**Routing congestion map**

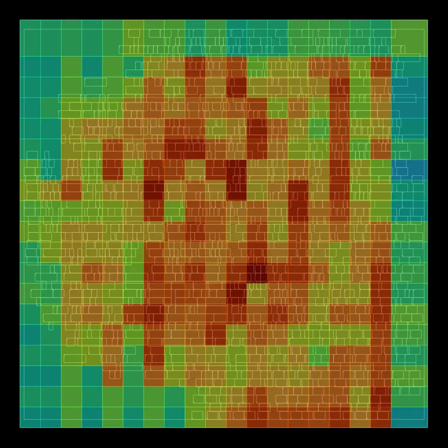
**Placed cells, one colour a class**

Scale bar: 50 um.
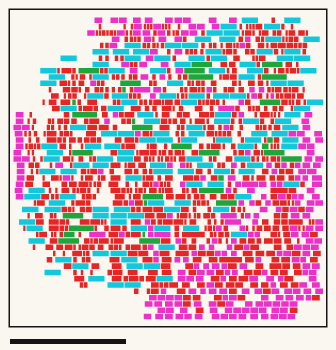
**Wiring heat map**

Scale bar: 50 um. The die is cut into 27 by 27 equal tiles; dark purple is low, yellow is high, scaled to the fullest tile. Values are wire area over tile area, all layers added.
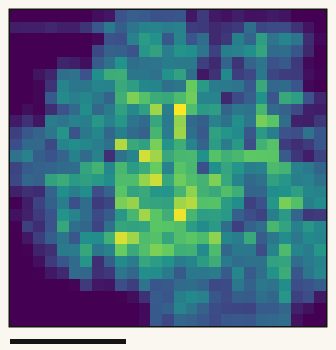
**I/O nets highlighted**

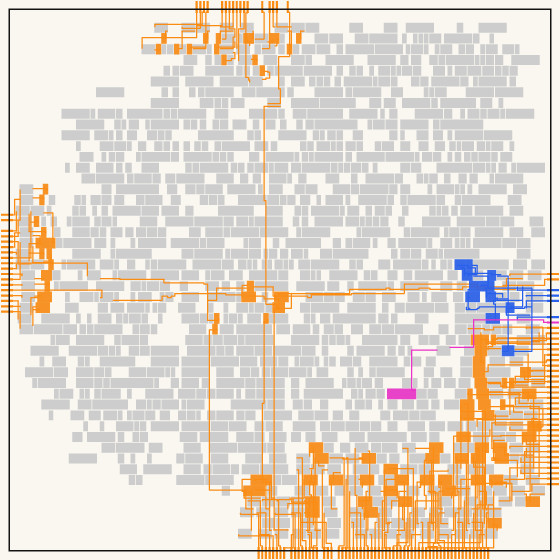
==> src/rtl/disp_share_ctrl_pkg.sv <==
// Shared types and constants for the display-sharing controller and its BCD converter.
package disp_share_ctrl_pkg;

    typedef enum logic [1:0] {
        ST_IDLE = 2'd0,
        ST_CONV = 2'd1,
        ST_HOLD = 2'd2
    } state_t;

    localparam logic [31:0] BCD_MAX     = 32'd99_999_999;
    localparam logic [31:0] ERR_PATTERN = 32'hEEEE_EEEE;
    localparam int          BCD_ITER    = 32;

    // One double-dabble iteration: add 3 to every nibble >= 5, then shift in the next binary bit.
    function automatic logic [31:0] dd_step(input logic [31:0] acc, input logic bit_in);
        logic [31:0] adj;
        adj = acc;
        for (int i = 0; i < 8; i++) begin
            if (acc[4*i +: 4] >= 4'd5)
                adj[4*i +: 4] = acc[4*i +: 4] + 4'd3;
        end
        return {adj[30:0], bit_in};
    endfunction

endpackage

==> src/rtl/disp_share_ctrl_bcd_seq.sv <==
// Sequential double-dabble: 32 iterations, MSB first, 32-bit binary in, 8 BCD digits out.
module disp_share_ctrl_bcd_seq
    import disp_share_ctrl_pkg::*;
(
    input  logic        clk,
    input  logic        rst,
    input  logic        start,
    input  logic [31:0] din,
    output logic        busy,
    output logic        done,
    output logic [31:0] bcd
);

    logic [31:0] sh;
    logic [31:0] acc;
    logic [5:0]  cnt;

    // bcd is the result of the iteration in flight; done marks the last one, so the
    // consumer captures the final digits on the same edge the iteration completes.
    assign bcd  = dd_step(acc, sh[31]);
    assign done = busy && (cnt == 6'(BCD_ITER - 1));

    always_ff @(posedge clk) begin
        if (rst) begin
            busy <= 1'b0;
            cnt  <= '0;
            sh   <= '0;
            acc  <= '0;
        end else if (start) begin
            sh   <= din;
            acc  <= '0;
            cnt  <= '0;
            busy <= 1'b1;
        end else if (busy) begin
            acc <= bcd;
            sh  <= {sh[30:0], 1'b0};
            cnt <= cnt + 6'd1;
            if (done)
                busy <= 1'b0;
        end
    end

endmodule

==> src/rtl/disp_share_ctrl.sv <==
// Round-robin time-sharing of the 8-digit display among NREQ requesters, with optional BCD view.
module disp_share_ctrl
    import disp_share_ctrl_pkg::*;
#(
    parameter int NREQ        = 4,
    parameter int HOLD_CYCLES = 100_000_000,
    parameter int HOLD_W      = 27
) (
    input  logic                 clk,
    input  logic                 rst,
    input  logic [NREQ-1:0]      req,
    input  logic [32*NREQ-1:0]   val,
    input  logic [NREQ-1:0]      dec_mode,
    output logic [NREQ-1:0]      gnt,
    output logic [31:0]          disp_x,
    output logic                 busy,
    output logic                 ovf
);

    localparam int PW = (NREQ > 1) ? $clog2(NREQ) : 1;

    logic [NREQ-1:0][31:0] val_a;
    assign val_a = val;

    state_t              state;
    logic [PW-1:0]       rr_ptr;
    logic [HOLD_W-1:0]   hold_cnt;

    logic                win_found;
    logic [PW-1:0]       win_idx;
    logic [PW:0]         scan;
    logic [31:0]         win_val;
    logic                win_dec;

    // Scan from the far end so the nearest requester after rr_ptr overwrites last.
    always_comb begin
        win_found = 1'b0;
        win_idx   = '0;
        scan      = '0;
        for (int k = NREQ; k >= 1; k--) begin
            scan = {1'b0, rr_ptr} + (PW+1)'(k);
            if (scan >= (PW+1)'(NREQ))
                scan = scan - (PW+1)'(NREQ);
            if (req[scan[PW-1:0]]) begin
                win_found = 1'b1;
                win_idx   = scan[PW-1:0];
            end
        end
    end

    assign win_val = val_a[win_idx];
    assign win_dec = dec_mode[win_idx];

    logic        bcd_start;
    logic        bcd_busy_unused;
    logic        bcd_done;
    logic [31:0] bcd_res;

    assign bcd_start = (state == ST_IDLE) && win_found && win_dec && (win_val <= BCD_MAX);

    disp_share_ctrl_bcd_seq u_bcd (
        .clk   (clk),
        .rst   (rst),
        .start (bcd_start),
        .din   (win_val),
        .busy  (bcd_busy_unused),
        .done  (bcd_done),
        .bcd   (bcd_res)
    );

    always_ff @(posedge clk) begin
        if (rst) begin
            state    <= ST_IDLE;
            gnt      <= '0;
            disp_x   <= '0;
            busy     <= 1'b0;
            ovf      <= 1'b0;
            rr_ptr   <= PW'(NREQ - 1);
            hold_cnt <= '0;
        end else begin
            gnt <= '0;
            case (state)
                ST_IDLE: begin
                    if (win_found) begin
                        gnt      <= NREQ'(1) << win_idx;
                        rr_ptr   <= win_idx;
                        ovf      <= 1'b0;
                        busy     <= 1'b1;
                        hold_cnt <= '0;
                        if (!win_dec) begin
                            disp_x <= win_val;
                            state  <= ST_HOLD;
                        end else if (win_val > BCD_MAX) begin
                            disp_x <= ERR_PATTERN;
                            ovf    <= 1'b1;
                            state  <= ST_HOLD;
                        end else begin
                            state  <= ST_CONV;
                        end
                    end
                end
                ST_CONV: begin
                    // disp_x keeps the old value until the final digits are ready.
                    if (bcd_done) begin
                        disp_x   <= bcd_res;
                        hold_cnt <= '0;
                        state    <= ST_HOLD;
                    end
                end
                ST_HOLD: begin
                    if (hold_cnt == HOLD_W'(HOLD_CYCLES - 1)) begin
                        busy  <= 1'b0;
                        state <= ST_IDLE;
                    end else begin
                        hold_cnt <= hold_cnt + 1'b1;
                    end
                end
                default: state <= ST_IDLE;
            endcase
        end
    end

endmodule
==> config.mk <==
export PLATFORM = sky130hd
export DESIGN_NAME = disp_share_ctrl
export DESIGN_NICKNAME = d
export VERILOG_FILES = /design/src/rtl/disp_share_ctrl_pkg.sv /design/src/rtl/disp_share_ctrl_bcd_seq.sv /design/src/rtl/disp_share_ctrl.sv
export SDC_FILE = /design/constraint.sdc
export NUM_CORES = 1
export LEC_CHECK = 0
export CAP_MARGIN = 5
export CORE_UTILIZATION = 47
export DETAILED_ROUTE_END_ITERATION = 7
export PLACE_DENSITY_LB_ADDON = 0.3
export SYNTH_ARGS = -nofsm -noshare
export SYNTH_HDL_FRONTEND = slang
export SYNTH_SLANG_ARGS = --single-unit
==> constraint.sdc <==
create_clock -name clk -period 3.64 [get_ports clk]
set_clock_uncertainty 0.05 [all_clocks]
set_input_delay 0.728 -clock clk [delete_from_list [all_inputs] [get_ports clk]]
set_output_delay 0.728 -clock clk [all_outputs]
set_load 0.05 [all_outputs]
==> CHANGELOG.md <==
## Flow update

- Number of H-tree levels: 4
- Delay of the slowest cell on the worst path: 0.42 ns
- Number of rows in the core area: between 40 and 50
- Slowest-stage cell, CP: sky130_fd_sc_hd__clkdlybuf4s50_1
- Worst path most repeated cell: sky130_fd_sc_hd__buf_4
- Worst min-delay path class: register to register
- Peak clock frequency supported by timing: 290 MHz
- Routed met2 length: 12.1 mm
- Count of pins over their slew limit: 0
- Mux frac, synth: 0.118
- PwrDens: 426 nW/um2
- First drt pass iteration count: 5
- Area of placed instances: 10900 um2
- Met3 capacity usage during global routing: 0.0455
- Clock input transition at the sequential cells of the worst setup and hold paths: 0.06 ns
- Total clock buffers created by CTS: 17
- First-pass GRT wire length: 39.1 mm
- Dominant non-sequential cell family after synthesis: AND-OR/OR-AND gates
- Post-Synthesis Cells: 997
- Fraction of power spent switching nets: 0.301
- Clock tree from TritonCTS: built
- Worst Setup End Kind: register
- Post-synth top area share: 0.330
- Post-cts hold-fix buffer tally: 0
- Cell count listed in synth_stat.txt: 997
- Clock latency of the later-clocked register in the worst-skew pair: 0.43 ns
- Relative max-transition margin: 0.312
- DRT antenna net count: 0
- Pin count of the biggest net entering global routing: 70
- Leakage component of the power: 4.39 nW
- Clock Path Buffers: 2
- Die Ht: 136 um
- Number of violations reported at the end of detailed-routing iteration 0: 594
- Fin Hold WS: between 0.4 and 0.5 ns
- Type of the worst setup path: input port to register
- Worst EP required: about 4 ns
- Commonest cells after routing, fill and taps aside: sky130_fd_sc_hd__clkdlybuf4s50_1 (171), sky130_fd_sc_hd__dfxtp_1 (139), sky130_fd_sc_hd__nor2_1 (101)
- Register-to-register setup slack: 0.28 ns
- Worst IR Drop VDD: 398 uV
- Synthesized-area fraction occupied by adder cells: 0.0265
- Library cell with the largest summed area after synthesis: sky130_fd_sc_hd__dfxtp_1
- Status: complete, no violations
- Met1 usage: 0.340
- Remaining global-route overflow: 0
- Global route hottest layer: met2
- Uppermost signal routing layer after detailed routing: met4
- Top-Level Pins: about 180
- Design area: 11600 um2
- Avg Vias per Cell: 5.71
- Number of failing hold endpoints at the final stage: 0
- Final net count: 1366
- HPWL after DPL: 18.3 mm
- Register area share after synthesis: 0.330
- Mapped Nets: 1153
- Post-synthesis share of cell area spent on and, or, nand and nor gates: 0.193
- Library cells used by synthesis: between 60 and 70
- Global placer's final weighted congestion: between 0.8 and 0.9
- Detail Route met3 WL: 1.52 mm
- Final worst slack: 0.197 ns
- Most frequent logic cell in the layout: sky130_fd_sc_hd__clkdlybuf4s50_1
- Post-synthesis share of cell area spent on and-or and or-and gates: 0.231
- Switching Power: 1.49 mW
- Leading post-synthesis cells by cell area: sky130_fd_sc_hd__dfxtp_1 (33%), sky130_fd_sc_hd__mux2i_1 (9.4%), sky130_fd_sc_hd__a211oi_2 (7.1%)
- Max Cap Viol: 0
- Cell-by-cell listing of the critical path: clkdlybuf4s50_1 -> or2_1 -> o31a_4 -> buf_6 -> buf_4 -> mux2i_1 -> mux2_4 -> o41ai_4 -> a21bo_2 -> a2111oi_4 -> buf_4 -> buf_12 -> or3b_1 -> a21oi_1
- Combinational share of power: 0.285
- Final period util: 0.946
- Critical path fanouts, max: 32
- Worst Setup Start Kind: input port
- Routed met1 length: 10.7 mm
- Floorplan Core Area: 17500 um2
- Worst-case hold path end point: ovf
- Total area of multi-input combinational cells: 5210 um2
- Core utilization before placement: 0.486
- Residual DRC: 0
- Internal power summed over all cells: between 3 and 4 mW
- Measured slew at the worst slew-check pin: 1.03 ns
- Synthesized area per cell: 8.51 um2
- Worst min-delay path startpoint: ovf
- XOR Share, Synth: 0.0372
- Cells after DPL: 1413
- Number of register bits inferred by synthesis: 140
- Endpoint of the worst register-to-register path: u_bcd.sh[0]
- Chip area from the yosys synthesis statistics: between 8000 and 9000 um2
- Total power: 4.95 mW
- Dominant power group: clock
- Cell count of the worst reg-to-reg path: 13
- DRT Wirelength: 25.1 mm
- Yosys warning count: 0
- Hold Crit Depth: 2
- Post-Layout Cell Count: 1447
- Warning total across the stage logs: 34
- Clock sink count: 140
About 'routing congestion map':
routed length per placed instance: 17.4 um
GR Util met2: 0.458
Global Route Usage Sum: 0.272

About 'placed cells, one colour a class':
| colour | class | cells | share of their area |
|---|---|---|---|
| cyan | registers | 140 | 25% |
| red | remaining logic cells | 780 | 47% |
| green | clock drivers and dummy loads | 31 | 5.6% |
| magenta | remaining buffers and delay cells | 271 | 23% |

About 'wiring heat map':
tiles over half the peak: 25%
mean over tiles: 0.22
fullest tile: 0.63
nearly empty tiles: 13%
densest ninth of the die: centre

About 'I/O nets highlighted':
| colour | port | bits | direction | edge | end cells | wire |
|---|---|---|---|---|---|---|
| magenta | ovf | 1 | output | east | 1 | 49.8 um |
| orange | val | 128 | input | 61 south, 32 east, 18 west, 17 north | 92 | 3060 um |
| blue | req | 4 | input | east | 11 | 184 um |

flip-flops by register name, summed over array words and instances (netlist names):
register,flops
busy,1
u_bcd.sh,32
gnt,4
hold_cnt,27
rr_ptr,2
u_bcd.busy,1
ovf,1
u_bcd.cnt,6
state,2
u_bcd.acc,32
disp_x,32
area by class of cell:
class	count	area share
Clock buffer	19	0.0381
Clock inverter	12	0.0167
Inverter	30	0.00969
Multi-Input combinational cell	750	0.449
Sequential cell	140	0.242
Tap cell	225	0.0242
Timing Repair Buffer	271	0.221
repair_timing:
action                                  CTS  global route
resized                                   2            12
setup buffers                             0             3
pin swaps                                 0             3
endpoints found under the setup margin    1            81
worst max path at each step:
stage	from	depth (start not counted)	end
floorplan	req[3]	14	u_bcd.sh[12]
global route	req[2]	13	u_bcd.sh[6]
detailed placement	req[3]	13	u_bcd.sh[0]
global placement	req[3]	13	u_bcd.sh[0]
CTS	req[3]	13	u_bcd.sh[0]
finish	req[2]	14	u_bcd.sh[0]
worst min-delay path, delay by kind of cell, from the launching register on:
| kind | cells | cell delay, ns |
|---|---|---|
| flip-flops | 1 | 0.31 |
| AND/OR/NAND/NOR | 1 | 0.05 |
| AND-OR/OR-AND | 1 | 0.05 |
cell usage after synthesis, types with 2 or more instances:
cell type and instances:
sky130_fd_sc_hd__buf_1 3, sky130_fd_sc_hd__buf_4 4, sky130_fd_sc_hd__and2_1 4, sky130_fd_sc_hd__and3_1 7
sky130_fd_sc_hd__o21bai_1 2, sky130_fd_sc_hd__a21oi_1 69, sky130_fd_sc_hd__a211oi_1 17, sky130_fd_sc_hd__or3_1 4
sky130_fd_sc_hd__nor2_1 102, sky130_fd_sc_hd__o2111ai_1 5, sky130_fd_sc_hd__dfxtp_1 140, sky130_fd_sc_hd__a31oi_1 24
sky130_fd_sc_hd__o311ai_0 8, sky130_fd_sc_hd__or2_1 2, sky130_fd_sc_hd__buf_2 12, sky130_fd_sc_hd__a211oi_2 48
sky130_fd_sc_hd__o221ai_1 4, sky130_fd_sc_hd__or4_1 2, sky130_fd_sc_hd__o21a_1 3, sky130_fd_sc_hd__a22oi_1 2
sky130_fd_sc_hd__a311oi_1 10, sky130_fd_sc_hd__nand4_1 12, sky130_fd_sc_hd__o41ai_1 2, sky130_fd_sc_hd__nand2b_1 11
sky130_fd_sc_hd__ha_1 18, sky130_fd_sc_hd__a211o_1 2, sky130_fd_sc_hd__nand2_1 72, sky130_fd_sc_hd__xor2_1 16
sky130_fd_sc_hd__a41oi_1 5, sky130_fd_sc_hd__mux2i_1 80, sky130_fd_sc_hd__nor3_1 11, sky130_fd_sc_hd__o21ai_1 19
sky130_fd_sc_hd__nor4_1 2, sky130_fd_sc_hd__o21ai_0 31, sky130_fd_sc_hd__o21ba_1 3, sky130_fd_sc_hd__buf_12 3
sky130_fd_sc_hd__nand3_1 50, sky130_fd_sc_hd__xnor2_1 20, sky130_fd_sc_hd__nor2b_1 30, sky130_fd_sc_hd__inv_1 30
sky130_fd_sc_hd__nor3b_1 16, sky130_fd_sc_hd__mux2_2 18, sky130_fd_sc_hd__buf_6 7, sky130_fd_sc_hd__clkbuf_1 46
Power and IR drop assume default switching activity.
